## config.mk

```make
export PLATFORM = sky130hd
export DESIGN_NAME = branch_resolve_unit_flat
export DESIGN_NICKNAME = d
export VERILOG_FILES = /design/src/rtl/branch_resolve_unit_pkg.sv /design/src/rtl/branch_resolve_unit_if.sv /design/src/rtl/branch_resolve_unit_bht.sv /design/src/rtl/branch_resolve_unit.sv /design/src/flat_wrapper.sv
export SDC_FILE = /design/constraint.sdc
export NUM_CORES = 1
export LEC_CHECK = 0
export CAP_MARGIN = 40
export CORE_MARGIN = 2
export CORE_UTILIZATION = 25
export DETAILED_ROUTE_END_ITERATION = 8
export HOLD_SLACK_MARGIN = 0.08
export SYNTH_ARGS = -nofsm -noshare
export SYNTH_HDL_FRONTEND = slang
export SYNTH_HIERARCHICAL = 1
export SYNTH_SLANG_ARGS = --single-unit
```

## constraint.sdc

```tcl
create_clock -name clk -period 4.1 [get_ports clk]
set_input_delay 0.615 -clock clk [delete_from_list [all_inputs] [get_ports clk]]
set_output_delay 0.615 -clock clk [all_outputs]
set_load 0.1 [all_outputs]
```

## src/rtl/branch_resolve_unit_pkg.sv

```systemverilog
`default_nettype none
// ============================================================================
// Module      : branch_resolve_unit_pkg
// Description : Shared encodings for the branch resolve unit: branch types,
//               condition codes and the predictor counter reset value.
// Revision    : 1.0 - initial release
// ============================================================================
package branch_resolve_unit_pkg;

    typedef enum logic [1:0] {
        BR_COND = 2'b00,
        BR_JAL  = 2'b01,
        BR_JALR = 2'b10,
        BR_NONE = 2'b11
    } br_type_e;

    localparam logic [2:0] F3_BEQ  = 3'b000;
    localparam logic [2:0] F3_BNE  = 3'b001;
    localparam logic [2:0] F3_BLT  = 3'b100;
    localparam logic [2:0] F3_BGE  = 3'b101;
    localparam logic [2:0] F3_BLTU = 3'b110;
    localparam logic [2:0] F3_BGEU = 3'b111;

    // Weakly not-taken
    localparam logic [1:0] C_CTR_RESET = 2'b01;

    // 010 and 011 are the only undefined conditional encodings
    function automatic logic f3_is_legal(input logic [2:0] f3);
        return (f3 != 3'b010) && (f3 != 3'b011);
    endfunction

endpackage
`default_nettype wire

```

## src/rtl/branch_resolve_unit_if.sv

```systemverilog
`default_nettype none
// ============================================================================
// Module      : branch_resolve_unit_if
// Description : Request / result / prediction bundle of the branch resolve
//               unit. master = pipeline side, slave = resolve unit.
// Revision    : 1.0 - initial release
// ============================================================================
interface branch_resolve_unit_if #(
    parameter int XLEN = 32
);
    logic            in_valid;
    logic            in_ready;
    logic [XLEN-1:0] pc;
    logic [XLEN-1:0] rs1_val;
    logic [XLEN-1:0] rs2_val;
    logic [XLEN-1:0] imm;
    logic [2:0]      funct3;
    logic [1:0]      br_type;
    logic            in_pred_taken;
    logic [XLEN-1:0] pred_pc;
    logic            pred_taken;
    logic            out_valid;
    logic            taken;
    logic [XLEN-1:0] link_addr;
    logic            redirect;
    logic [XLEN-1:0] redirect_pc;
    logic            flush;
    logic            misalign_exc;
    logic            illegal_br;

    modport master (
        output in_valid, pc, rs1_val, rs2_val, imm, funct3, br_type,
               in_pred_taken, pred_pc,
        input  in_ready, pred_taken, out_valid, taken, link_addr, redirect,
               redirect_pc, flush, misalign_exc, illegal_br
    );

    modport slave (
        input  in_valid, pc, rs1_val, rs2_val, imm, funct3, br_type,
               in_pred_taken, pred_pc,
        output in_ready, pred_taken, out_valid, taken, link_addr, redirect,
               redirect_pc, flush, misalign_exc, illegal_br
    );
endinterface
`default_nettype wire

```

## src/rtl/branch_resolve_unit_bht.sv

```systemverilog
`default_nettype none
// ============================================================================
// Module      : bru_bht
// Description : Branch history table of 2-bit saturating counters with one
//               combinational lookup port and one registered update port.
//               Lookup reads the stored value, so a same-cycle update to the
//               same entry is seen only on the following cycle.
// Revision    : 1.0 - initial release
// ============================================================================
module bru_bht
    import branch_resolve_unit_pkg::*;
#(
    parameter int ENTRIES = 16,
    parameter int IDXW    = $clog2(ENTRIES)
) (
    input  wire logic            clk,
    input  wire logic            rst,
    input  wire logic [IDXW-1:0] i_lookup_idx,
    output logic                 o_lookup_taken,
    input  wire logic            i_upd_en,
    input  wire logic [IDXW-1:0] i_upd_idx,
    input  wire logic            i_upd_taken
);

    logic [1:0] w_ctr_all [ENTRIES];

    for (genvar g = 0; g < ENTRIES; g++) begin : g_entry
        logic [1:0] r_ctr_q;
        logic [1:0] w_ctr_d;

        // Saturating increment on taken, decrement on not-taken
        always_comb begin
            w_ctr_d = r_ctr_q;
            if (i_upd_en && (i_upd_idx == IDXW'(g))) begin
                if (i_upd_taken) begin
                    if (r_ctr_q != 2'b11) w_ctr_d = r_ctr_q + 2'd1;
                end else begin
                    if (r_ctr_q != 2'b00) w_ctr_d = r_ctr_q - 2'd1;
                end
            end
        end

        // Counter register, reset to weakly not-taken
        always_ff @(posedge clk) begin
            if (rst) r_ctr_q <= C_CTR_RESET;
            else     r_ctr_q <= w_ctr_d;
        end

        assign w_ctr_all[g] = r_ctr_q;
    end

    assign o_lookup_taken = w_ctr_all[i_lookup_idx][1];

endmodule
`default_nettype wire

```

## src/rtl/branch_resolve_unit.sv

```systemverilog
`default_nettype none
// ============================================================================
// Module      : branch_resolve_unit
// Description : Resolves conditional branches, JAL and JALR one cycle after
//               acceptance, detects mispredicts, raises redirect/flush and
//               exception flags. Optional BHT predictor enabled by defining
//               BRU_PREDICTOR_EN; otherwise pred_taken is tied low.
// Revision    : 1.0 - initial release
// ============================================================================
module branch_resolve_unit
    import branch_resolve_unit_pkg::*;
#(
    parameter int XLEN         = 32,
    parameter int BHT_ENTRIES  = 16,
    parameter int FLUSH_CYCLES = 2
) (
    input  wire logic             clk,
    input  wire logic             rst,
    branch_resolve_unit_if.slave  bus
);

    localparam int FCW = (FLUSH_CYCLES < 2) ? 1 : $clog2(FLUSH_CYCLES + 1);

    logic            w_accept;
    logic            w_cmp_taken;
    logic            w_f3_legal;
    logic            w_taken;
    logic            w_ctrl_flow;
    logic            w_illegal;
    logic            w_misalign;
    logic            w_mispredict;
    logic [XLEN-1:0] w_target;
    logic [XLEN-1:0] w_link;

    logic            r_out_valid_q,   w_out_valid_d;
    logic            r_taken_q,       w_taken_d;
    logic            r_redirect_q,    w_redirect_d;
    logic            r_misalign_q,    w_misalign_d;
    logic            r_illegal_q,     w_illegal_d;
    logic [XLEN-1:0] r_link_q,        w_link_d;
    logic [XLEN-1:0] r_redirect_pc_q, w_redirect_pc_d;
    logic [FCW-1:0]  r_flush_cnt_q,   w_flush_cnt_d;

    assign bus.in_ready = (r_flush_cnt_q == '0);
    assign w_accept     = bus.in_valid && bus.in_ready;
    assign w_f3_legal   = f3_is_legal(bus.funct3);
    assign w_link       = bus.pc + XLEN'(4);

    // Condition evaluation on the raw operands
    always_comb begin
        w_cmp_taken = 1'b0;
        case (bus.funct3)
            F3_BEQ:  w_cmp_taken = (bus.rs1_val == bus.rs2_val);
            F3_BNE:  w_cmp_taken = (bus.rs1_val != bus.rs2_val);
            F3_BLT:  w_cmp_taken = ($signed(bus.rs1_val) <  $signed(bus.rs2_val));
            F3_BGE:  w_cmp_taken = ($signed(bus.rs1_val) >= $signed(bus.rs2_val));
            F3_BLTU: w_cmp_taken = (bus.rs1_val <  bus.rs2_val);
            F3_BGEU: w_cmp_taken = (bus.rs1_val >= bus.rs2_val);
            default: w_cmp_taken = 1'b0;
        endcase
    end

    // Outcome, target and mispredict classification per branch type
    always_comb begin
        w_taken     = 1'b0;
        w_ctrl_flow = 1'b0;
        w_illegal   = 1'b0;
        w_target    = bus.pc + bus.imm;
        case (br_type_e'(bus.br_type))
            BR_COND: begin
                if (w_f3_legal) begin
                    w_taken     = w_cmp_taken;
                    w_ctrl_flow = 1'b1;
                end else begin
                    w_illegal   = 1'b1;
                end
            end
            BR_JAL: begin
                w_taken     = 1'b1;
                w_ctrl_flow = 1'b1;
            end
            BR_JALR: begin
                w_target    = (bus.rs1_val + bus.imm) & ~XLEN'(1);
                w_taken     = 1'b1;
                w_ctrl_flow = 1'b1;
            end
            default: ;
        endcase
        // A misaligned taken target raises an exception instead of redirecting
        w_misalign   = w_taken && w_target[1];
        w_mispredict = w_ctrl_flow && (w_taken != bus.in_pred_taken) && !w_misalign;
    end

    // Next-state for result registers and the flush countdown
    always_comb begin
        w_out_valid_d   = w_accept;
        w_taken_d       = w_accept && w_taken;
        w_redirect_d    = w_accept && w_mispredict;
        w_misalign_d    = w_accept && w_misalign;
        w_illegal_d     = w_accept && w_illegal;
        w_link_d        = r_link_q;
        w_redirect_pc_d = r_redirect_pc_q;
        w_flush_cnt_d   = (r_flush_cnt_q != '0) ? r_flush_cnt_q - FCW'(1) : '0;
        if (w_accept) begin
            w_link_d        = w_link;
            w_redirect_pc_d = w_taken ? w_target : w_link;
            if (w_mispredict) w_flush_cnt_d = FCW'(FLUSH_CYCLES);
        end
    end

    // Result and flush registers; reset discards any in-flight result
    always_ff @(posedge clk) begin
        if (rst) begin
            r_out_valid_q   <= 1'b0;
            r_taken_q       <= 1'b0;
            r_redirect_q    <= 1'b0;
            r_misalign_q    <= 1'b0;
            r_illegal_q     <= 1'b0;
            r_link_q        <= '0;
            r_redirect_pc_q <= '0;
            r_flush_cnt_q   <= '0;
        end else begin
            r_out_valid_q   <= w_out_valid_d;
            r_taken_q       <= w_taken_d;
            r_redirect_q    <= w_redirect_d;
            r_misalign_q    <= w_misalign_d;
            r_illegal_q     <= w_illegal_d;
            r_link_q        <= w_link_d;
            r_redirect_pc_q <= w_redirect_pc_d;
            r_flush_cnt_q   <= w_flush_cnt_d;
        end
    end

    assign bus.out_valid    = r_out_valid_q;
    assign bus.taken        = r_taken_q;
    assign bus.redirect     = r_redirect_q;
    assign bus.misalign_exc = r_misalign_q;
    assign bus.illegal_br   = r_illegal_q;
    assign bus.link_addr    = r_link_q;
    assign bus.redirect_pc  = r_redirect_pc_q;
    assign bus.flush        = (r_flush_cnt_q != '0);

`ifdef BRU_PREDICTOR_EN
    localparam int IDXW = $clog2(BHT_ENTRIES);

    bru_bht #(
        .ENTRIES (BHT_ENTRIES),
        .IDXW    (IDXW)
    ) u_bht (
        .clk            (clk),
        .rst            (rst),
        .i_lookup_idx   (bus.pred_pc[IDXW+1:2]),
        .o_lookup_taken (bus.pred_taken),
        .i_upd_en       (w_accept && (br_type_e'(bus.br_type) == BR_COND) && w_f3_legal),
        .i_upd_idx      (bus.pc[IDXW+1:2]),
        .i_upd_taken    (w_cmp_taken)
    );
`else
    logic w_unused_pred_pc;
    assign w_unused_pred_pc = ^bus.pred_pc;
    assign bus.pred_taken   = 1'b0;
`endif

endmodule
`default_nettype wire

```

## src/flat_wrapper.sv

```systemverilog
// flat-port wrapper written by rule: the top's interface ports become plain ports
module branch_resolve_unit_flat import branch_resolve_unit_pkg::*;
#(
    parameter int XLEN         = 32,
    parameter int BHT_ENTRIES  = 16,
    parameter int FLUSH_CYCLES = 2
)
  (clk, rst, bus_in_valid, bus_pc, bus_rs1_val, bus_rs2_val, bus_imm, bus_funct3, bus_br_type, bus_in_pred_taken, bus_pred_pc, bus_in_ready, bus_pred_taken, bus_out_valid, bus_taken, bus_link_addr, bus_redirect, bus_redirect_pc, bus_flush, bus_misalign_exc, bus_illegal_br);
  branch_resolve_unit_if #(.XLEN(XLEN)) bus_i ();
  input  wire logic clk;
  input  wire logic rst;
  input wire logic [$bits(bus_i.in_valid)-1:0] bus_in_valid;
  input wire logic [$bits(bus_i.pc)-1:0] bus_pc;
  input wire logic [$bits(bus_i.rs1_val)-1:0] bus_rs1_val;
  input wire logic [$bits(bus_i.rs2_val)-1:0] bus_rs2_val;
  input wire logic [$bits(bus_i.imm)-1:0] bus_imm;
  input wire logic [$bits(bus_i.funct3)-1:0] bus_funct3;
  input wire logic [$bits(bus_i.br_type)-1:0] bus_br_type;
  input wire logic [$bits(bus_i.in_pred_taken)-1:0] bus_in_pred_taken;
  input wire logic [$bits(bus_i.pred_pc)-1:0] bus_pred_pc;
  output wire logic [$bits(bus_i.in_ready)-1:0] bus_in_ready;
  output wire logic [$bits(bus_i.pred_taken)-1:0] bus_pred_taken;
  output wire logic [$bits(bus_i.out_valid)-1:0] bus_out_valid;
  output wire logic [$bits(bus_i.taken)-1:0] bus_taken;
  output wire logic [$bits(bus_i.link_addr)-1:0] bus_link_addr;
  output wire logic [$bits(bus_i.redirect)-1:0] bus_redirect;
  output wire logic [$bits(bus_i.redirect_pc)-1:0] bus_redirect_pc;
  output wire logic [$bits(bus_i.flush)-1:0] bus_flush;
  output wire logic [$bits(bus_i.misalign_exc)-1:0] bus_misalign_exc;
  output wire logic [$bits(bus_i.illegal_br)-1:0] bus_illegal_br;
  assign bus_i.in_valid = bus_in_valid;
  assign bus_i.pc = bus_pc;
  assign bus_i.rs1_val = bus_rs1_val;
  assign bus_i.rs2_val = bus_rs2_val;
  assign bus_i.imm = bus_imm;
  assign bus_i.funct3 = bus_funct3;
  assign bus_i.br_type = bus_br_type;
  assign bus_i.in_pred_taken = bus_in_pred_taken;
  assign bus_i.pred_pc = bus_pred_pc;
  assign bus_in_ready = bus_i.in_ready;
  assign bus_pred_taken = bus_i.pred_taken;
  assign bus_out_valid = bus_i.out_valid;
  assign bus_taken = bus_i.taken;
  assign bus_link_addr = bus_i.link_addr;
  assign bus_redirect = bus_i.redirect;
  assign bus_redirect_pc = bus_i.redirect_pc;
  assign bus_flush = bus_i.flush;
  assign bus_misalign_exc = bus_i.misalign_exc;
  assign bus_illegal_br = bus_i.illegal_br;
  branch_resolve_unit #(.XLEN(XLEN), .BHT_ENTRIES(BHT_ENTRIES), .FLUSH_CYCLES(FLUSH_CYCLES)) u_core (.clk(clk), .rst(rst), .bus(bus_i));
endmodule
```

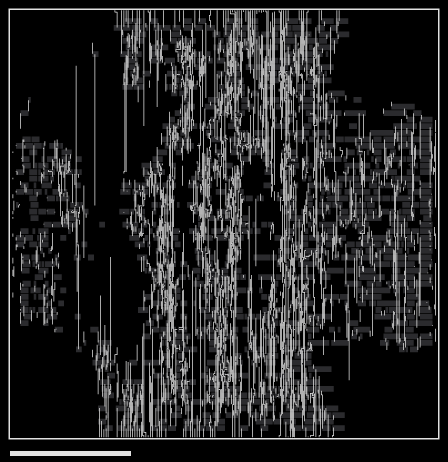
Run 1: met2 routing
Bar = 50 µm.
nets with wire on the layer: 1239
wire length on this layer: 12400 µm
met2 usage in global routing: 28.0%
WL final: 27.5 mm

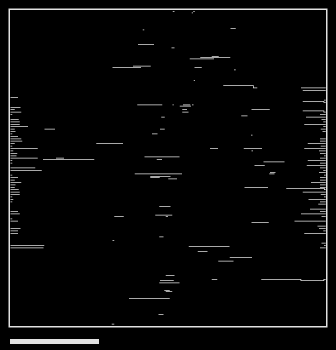
Run 1: the metal 3 layer
Bar = 50 µm.
share of all routed wire: 3.8%
longest straight run: 28.5 µm
main direction: horizontal
nets with wire on the layer: 152

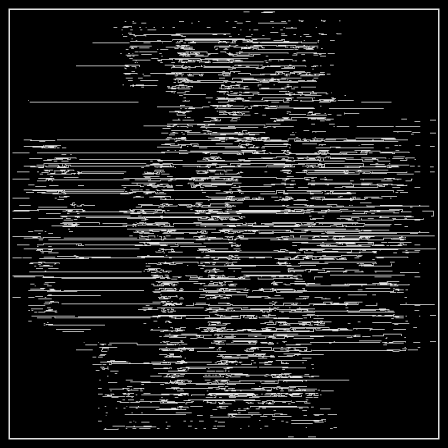
Run 1: signal wires on met1
wire length on this layer: 13600 µm
longest straight run: 56.1 µm
nets with wire on the layer: 1412
main direction: horizontal
vias: 8292
met1 Use GR: 23.9%

==> impl_metrics.py, run 1 <==
# Metrics from the implementation run
metrics = {
    "run_status": {
        "status": "finished, final reports clean",
    },
    "route": {
        "number_of_design_rule_violations_left_by_the_first_detailed_router_iteration": 442,
        "drt_pass1_iterations": 6,
        "detailroute.wirelength.met2_mm": 12.4,
        "detailroute.wirelength.met3_mm": 1.03,
        "routedWlPerCell_um": 16.2,
        "maxUsedRoutingLayer": "met4",
        "antenna_violating_nets_post_route": 0,
        "routed_via_density": 4.90,
        "routedLengthMet1_mm": 13.6,
        "drt_drc_violations_left": 0,
    },
    "synthesis": {
        "post_synth_tally_of_flip_flops_with_integrated_enable": 0,
        "ys_cells": 1004,
        "synthesis.nets": 1272,
        "synth-async-reset-ratio_pct": 0,
        "synth_cells": 1004,
        "cell_variety_after_synth": 68,
        "synth.cell_area_um2": 7510,
        "ys.flops": 71,
        "yosys.area.top_type": "dfxtp_1",
        "synthDominantCellAreaShare_pct": 18.9,
        "dominantRegCellSynth": "dfxtp_1",
        "synth.yosys.warnings": 6,
        "yosysChipArea_um2": 7510,
    },
    "worst_hold_path": {
        "worst_hold_path.num_cells": 1,
        "hold_path_start": "u_core/r_flush_cnt_q[0]$_SDFF_PP0_",
        "holdPathEnd": "u_core/r_flush_cnt_q[0]$_SDFF_PP0_",
        "worst_hold_path_type": "reg -> reg",
    },
    "final_timing": {
        "slew_hr_pct": 47.7,
        "finalClockPeriodUsage_pct": 93.5,
        "totalNegativeSetupSlack_ns": 0,
        "slew_worst_pin_ns": 0.785,
        "fin_worst_skew_ns": 0.00955,
        "max_clock_freq_mhz": 261,
        "slew_viol_final": 0,
        "finalSetupViolCount": 0,
        "setup_repair_after_global_routing_missed_its_margin": "no",
        "final_hold_viol_count": 0,
        "fin_crit_ns": 3.83,
    },
    "clock_tree": {
        "cts_root_buffer": "clkbuf_16",
        "cts_buffer_depth": 2,
        "path_clk_slew_ns": 0.06,
        "cts_sinks": 71,
        "hold_bufs_at_cts": 0,
        "clock_insertion_delay_worst_skew_ns": 0.34,
    },
    "pwr": {
        "power.density_nw_per_um2": 306,
        "leakage_uw": 0.00494,
        "vdd_drop_max_v": 0.000157,
    },
    "finish": {
        "share_of_post_route_cells_with_drive_strength_above_1_pct": 11.4,
        "fin_cells": 1693,
        "finish.net_count": 1565,
        "filler_cell_count": 2993,
        "area_growth_syn_to_layout_pct": 59.9,
    },
    "worst_setup_path": {
        "worstSetupEndpointType": "flop",
        "r2r_setup_slack_ns": 1.90,
        "worstPathMaxFanout": 12,
        "crit_arrival_ns": 4.06,
        "timing.reg2reg.worst_path_depth": 5,
        "regToRegStartpoint": "u_core/r_flush_cnt_q[1]$_SDFF_PP0_",
        "cp_data_required_time_ns": 4.32,
        "crit_path_start": "bus_rs2_val[21]",
        "worstSetupEndpoint": "u_core/bus.redirect_pc[2]$_SDFFE_PP0P_",
        "critical_path_class": "in -> reg",
        "r2r-end": "u_core/bus.redirect_pc[2]$_SDFFE_PP0P_",
        "critical_path_launch_point_type": "input port",
    },
    "job": {
        "cap_viol_max_count": 0,
        "tool_warnings": 60,
    },
    "placement": {
        "port-buffer-count": 207,
        "dp.cells": 1676,
        "gp_routability_congestion": 0.902,
    },
    "global_route": {
        "global_route_wire_length_before_repair_mm": 42.0,
        "via_count_of_the_first_global_routing_pass": 7939,
        "globalRouteOverflowTotal": 0,
        "number_of_antenna_violations_at_the_first_check_in_global_routing": 1,
        "grt_util_met3_pct": 1.80,
        "grt_util_all_layers_pct": 17.1,
    },
    "floorplanning": {
        "floorplanUtilization_pct": 25.4,
        "boundaryPins": 241,
        "floorplan.rows": 63,
        "core_area_um2": 29600,
        "chip_area_um2": 31500,
    },
}
## run 1: per-stage QoR
step / setup slack [ns] / total power [µW] / utilization (%) / instance area, µm² / hold slack, ns
final: 0.266 / 3680 / 40.5 / 12000 / 0.454
after global routing: 0.162 / 3870 / 40.5 / 12000 / 0.478
after CTS: 0.352 / 3700 / 40.5 / 12000 / 0.451
after detailed placement: 0.0259 / 2780 / 39.4 / 11700 / 0.443
after global placement: 0.0462 / 2490 / 34.8 / 10300 / 0.431
after floorplan: 0.827 / 1950 / - / 7510 / 0.423
## run 1: cells in the final DEF, fill, tap and decap left out, types with 6 or more instances in the layout
cell / count
nand3_1: 24
buf_4: 47
and3_1: 11
o21ai_0: 59
xor2_1: 41
nand4_1: 19
nor3_1: 22
ha_1: 96
a31oi_1: 7
nor3b_1: 18
clkdlybuf4s50_1: 206
a21o_1: 29
nor2_1: 86
mux2i_1: 6
o211ai_1: 20
nand2b_1: 9
buf_8: 47
a211oi_1: 38
inv_1: 47
o21bai_1: 9
a2111oi_0: 8
buf_16: 24
o31ai_1: 6
a21oi_1: 100
and2_1: 6
xnor2_1: 37
dfxtp_1: 71
nor2b_1: 9
nand2_1: 103
clkbuf_16: 9
## run 1: state kept, by name (all words and copies together) (netlist names)
name / count
u_core/bus.redirect: 1
u_core/bus.link_addr: 32
u_core/bus.out_valid: 1
u_core/bus.taken: 1
u_core/bus.misalign_exc: 1
u_core/bus.redirect_pc: 32
u_core/r_flush_cnt_q: 2
u_core/bus.illegal_br: 1
## run 1: logic make-up (layout without fill, tap and decap cells)
group                    count (synthesis)  count (layout)  share of synthesized area, %
AND-OR/OR-AND                          328             328                          28.6
XOR/XNOR                                78              78                          9.09
adder cells (fa/ha/maj)                 99              99                          16.7
buffers and inverters                   92             390                          4.68
flip-flops                              71              71                          18.9
multiplexers                             9               9                          1.25
other                                    1               2                        0.0499
AND/OR/NAND/NOR                        326             326                          20.7
## run 1: Yosys cell counts (22+ instances only)
cell type,n
a211oi_1,38
a21o_1,29
a21oi_1,101
clkbuf_1,40
dfxtp_1,71
ha_1,97
inv_1,47
nand2_1,103
nand3_1,24
nor2_1,86
nor3_1,22
o21ai_0,59
xnor2_1,37
xor2_1,41
## run 1: critical path, stage by stage
cell and delay, ns:
clkdlybuf4s50_1 0.45, inv_1 0.04, ha_1 0.31, a211oi_2 0.23
o211ai_1 0.11, o221a_1 0.24, or3_1 0.36, o2111a_1 0.25
a211oi_2 0.22, buf_4 0.20, a21oi_4 0.07, buf_12 0.15
a2111oi_0 0.55, buf_4 0.21, nor3_1 0.04
## run 1: power by group
part | internal [µW] | total [µW] | switching (µW)
sequential | 755 | 790 | 35.0
combinational | 835 | 1980 | 1150
clock | 596 | 905 | 309
## run 1: layout make-up
type | instances | share of cell area (%)
diodes | 1 | 0.0208
repair buffers | 327 | 31.8
flip-flops and latches | 71 | 11.8
clock buffers | 9 | 1.87
well taps | 390 | 4.06
clock inverters | 7 | 1.00
inverters | 47 | 1.47
multi-input cells | 841 | 47.9
==> run 1 -> run 2 <==
==> constraint.sdc (replaced) <==
create_clock -name clk -period 4.85 [get_ports clk]
set_input_delay 0.7275 -clock clk [delete_from_list [all_inputs] [get_ports clk]]
set_output_delay 0.7275 -clock clk [all_outputs]
set_load 0.1 [all_outputs]
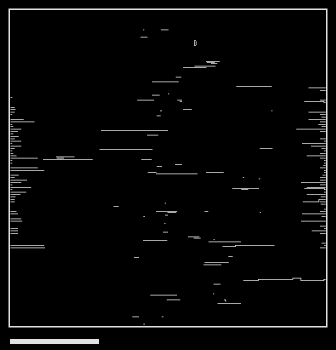
Run 2: the metal 3 layer
Bar = 50 µm.
main direction: horizontal
nets with wire on the layer: 150
share of all routed wire: 3.8%
WL final: 27.2 mm
global routing usage on met3: 1.46%
vias: 8196

==> run 2 against run 1 <==
Clock skew is 0.00054 ns higher. Total power down 14%. Highest routed layer unchanged. Routed wire length is 0.95% lower. Area after synthesis unchanged. Setup slack gained 0.55 ns. Sequential share of layout area rose by 0.23 points.
==> impl_metrics.py, run 2 <==
# Metrics from the implementation run
metrics = {
    "run_status": {
        "status": "finished, final reports clean",
    },
    "worst_setup_path": {
        "worstSetupEndpointType": "flop",
        "timing.reg2reg.worst_path_depth": 5,
        "r2r_setup_slack_ns": 2.65,
        "worstPathMaxFanout": 4,
        "critical_path_launch_point_type": "input port",
        "regToRegStartpoint": "u_core/r_flush_cnt_q[1]$_SDFF_PP0_",
        "crit_path_start": "bus_pc[0]",
        "r2r-end": "u_core/bus.redirect_pc[9]$_SDFFE_PP0P_",
        "cp_data_required_time_ns": 5.05,
        "critical_path_class": "in -> reg",
        "worstSetupEndpoint": "u_core/bus.redirect_pc[30]$_SDFFE_PP0P_",
    },
    "finish": {
        "finish.net_count": 1533,
        "layout_top_cells": "clkdlybuf4s50_1, nand2_1, a21oi_1, ha_1, nor2_1",
        "filler_cell_count": 3013,
        "mostFrequentLayoutCell": "clkdlybuf4s50_1",
        "share_of_post_route_cells_with_drive_strength_above_1_pct": 9.21,
        "finish.utilization_pct": 39.8,
        "area_growth_syn_to_layout_pct": 56.9,
    },
    "synthesis": {
        "yosysChipArea_um2": 7510,
        "synthDominantCellAreaShare_pct": 18.9,
        "ys.flops": 71,
        "yosys.area.top_type": "dfxtp_1",
        "synth.cell_area_um2": 7510,
        "synthMostInstantiatedCell": "nand2_1",
        "synth-async-reset-ratio_pct": 0,
        "synthesis.nets": 1272,
        "dominantRegCellSynth": "dfxtp_1",
        "post_synth_tally_of_flip_flops_with_integrated_enable": 0,
        "ys_cells": 1004,
        "netlist_top_cells_count": "nand2_1, a21oi_1, ha_1",
    },
    "clock_tree": {
        "cts_buffer_depth": 2,
        "path_clk_slew_ns": 0.06,
        "clock_insertion_delay_worst_skew_ns": 0.33,
        "cts_root_buffer": "clkbuf_16",
        "hold_bufs_at_cts": 0,
        "cts_sinks": 71,
    },
    "final_timing": {
        "finalSetupViolCount": 0,
        "totalNegativeSetupSlack_ns": 0,
        "setup_repair_after_global_routing_missed_its_margin": "no",
        "worst_hold_margin_ns": 0.458,
        "slew_worst_pin_ns": 0.794,
        "max_clock_freq_mhz": 248,
        "final_hold_viol_count": 0,
        "fin_crit_ns": 4.04,
        "finalClockPeriodUsage_pct": 83.2,
    },
    "pwr": {
        "leakage_uw": 0.00479,
        "vdd_drop_max_v": 0.000185,
        "power.density_nw_per_um2": 267,
    },
    "global_route": {
        "grt_util_all_layers_pct": 16.8,
        "global_route_wire_length_before_repair_mm": 41.2,
        "globalRouteOverflowTotal": 0,
        "number_of_antenna_violations_at_the_first_check_in_global_routing": 1,
        "via_count_of_the_first_global_routing_pass": 7813,
    },
    "floorplanning": {
        "floorplanUtilization_pct": 25.4,
        "floorplan.rows": 63,
        "chip_area_um2": 31500,
        "boundaryPins": 241,
        "core_area_um2": 29600,
    },
    "route": {
        "routedWlPerCell_um": 16.4,
        "drt_pass1_iterations": 5,
        "antenna_violating_nets_post_route": 0,
        "drt_drc_violations_left": 0,
    },
    "job": {
        "tool_warnings": 60,
    },
    "worst_hold_path": {
        "worst_hold_path_type": "reg -> reg",
    },
    "placement": {
        "gp_routability_congestion": 0.872,
    },
}
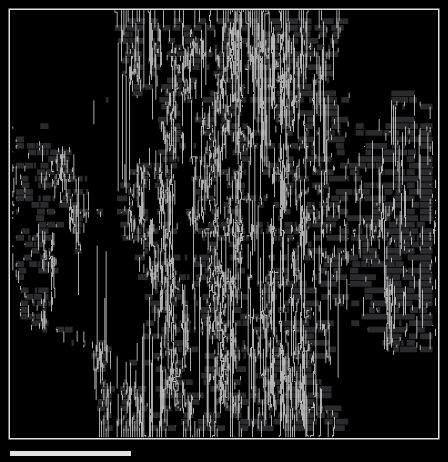
Run 2: met2 routing
Bar = 50 µm.
main direction: vertical
longest straight run: 68.7 µm
nets with wire on the layer: 1206
wire length on this layer: 12300 µm

[run 2: routing by layer]
layer / track usage [%] / share of wire (%) / vias to the layer above
met2: 27.7 / 45 / 220
met3: 1.46 / 3.8 / 25
met4: 4.00 / 1.6 / 0
li1: - / - / 4220
met5: 0 / 0 / -
met1: 23.7 / 50 / 3731
[run 2: critical path, stage by stage]
cell             delay [ns]
clkdlybuf4s50_1        0.46
ha_1                   0.26
fa_1                   0.43
a211oi_1               0.21
o21ai_0                0.28
o2111a_1               0.37
o2111ai_1              0.30
nand4b_1               0.18
nor2b_1                0.18
a311oi_1               0.31
mux2i_1                0.23
nand4_1                0.15
o2bb2ai_1              0.16
[run 2: logic make-up (layout without fill, tap and decap cells)]
| kind of cell | after synthesis | after routing | synth area share (%) |
|---|---|---|---|
| AND/OR/NAND/NOR | 326 | 326 | 20.7 |
| other | 1 | 2 | 0.0499 |
| adder cells (fa/ha/maj) | 99 | 99 | 16.7 |
| XOR/XNOR | 78 | 78 | 9.09 |
| AND-OR/OR-AND | 328 | 328 | 28.6 |
| buffers and inverters | 92 | 358 | 4.68 |
| flip-flops | 71 | 71 | 18.9 |
| multiplexers | 9 | 9 | 1.25 |
[run 2: per-stage QoR]
stage	setup slack, ns	instances	cell area, µm²	total power, µW
final	0.815	1661	11800	3150
after CTS	0.836	1660	11800	3170
after detailed placement	0.492	1644	11400	2320
after floorplan	1.46	1004	7510	1650
after global routing	0.553	1661	11800	3310
after global placement	0.551	1573	10000	2070
[run 2: layout make-up]
cell class | count | area, µm² | share of cell area, %
tap | 390 | 488 | 4.14
clock buffer | 11 | 253 | 2.14
inverter | 47 | 176 | 1.50
antenna | 1 | 2.50 | 0.0212
multi-input combinational | 841 | 5760 | 48.8
sequential | 71 | 1420 | 12.1
timing repair buffer | 295 | 3560 | 30.2
clock inverter | 5 | 128 | 1.08
[run 2: worst min-delay path by stage]
stage / depth (start not counted) / slack, ns / end / start
floorplan: 1 / 0.42 / u_core/r_flush_cnt_q[0]$_SDFF_PP0_ / u_core/r_flush_cnt_q[0]$_SDFF_PP0_
global placement: 1 / 0.43 / u_core/r_flush_cnt_q[0]$_SDFF_PP0_ / u_core/r_flush_cnt_q[0]$_SDFF_PP0_
detailed placement: 1 / 0.45 / u_core/r_flush_cnt_q[0]$_SDFF_PP0_ / u_core/r_flush_cnt_q[0]$_SDFF_PP0_
CTS: 2 / 0.46 / u_core/bus.redirect_pc[18]$_SDFFE_PP0P_ / u_core/bus.redirect_pc[18]$_SDFFE_PP0P_
global route: 2 / 0.48 / u_core/bus.redirect_pc[22]$_SDFFE_PP0P_ / u_core/bus.redirect_pc[22]$_SDFFE_PP0P_
finish: 2 / 0.46 / u_core/bus.redirect_pc[19]$_SDFFE_PP0P_ / u_core/bus.redirect_pc[19]$_SDFFE_PP0P_
[run 2: where the power goes]
part	leakage (µW)	total [µW]	internal (µW)	switching, µW
Sequential	0.000587	667	638	28.1
Clock	0.000182	834	583	252
Combinational	0.00402	1650	683	964
Power figures rest on the tool's default switching activity, not on a simulated workload.
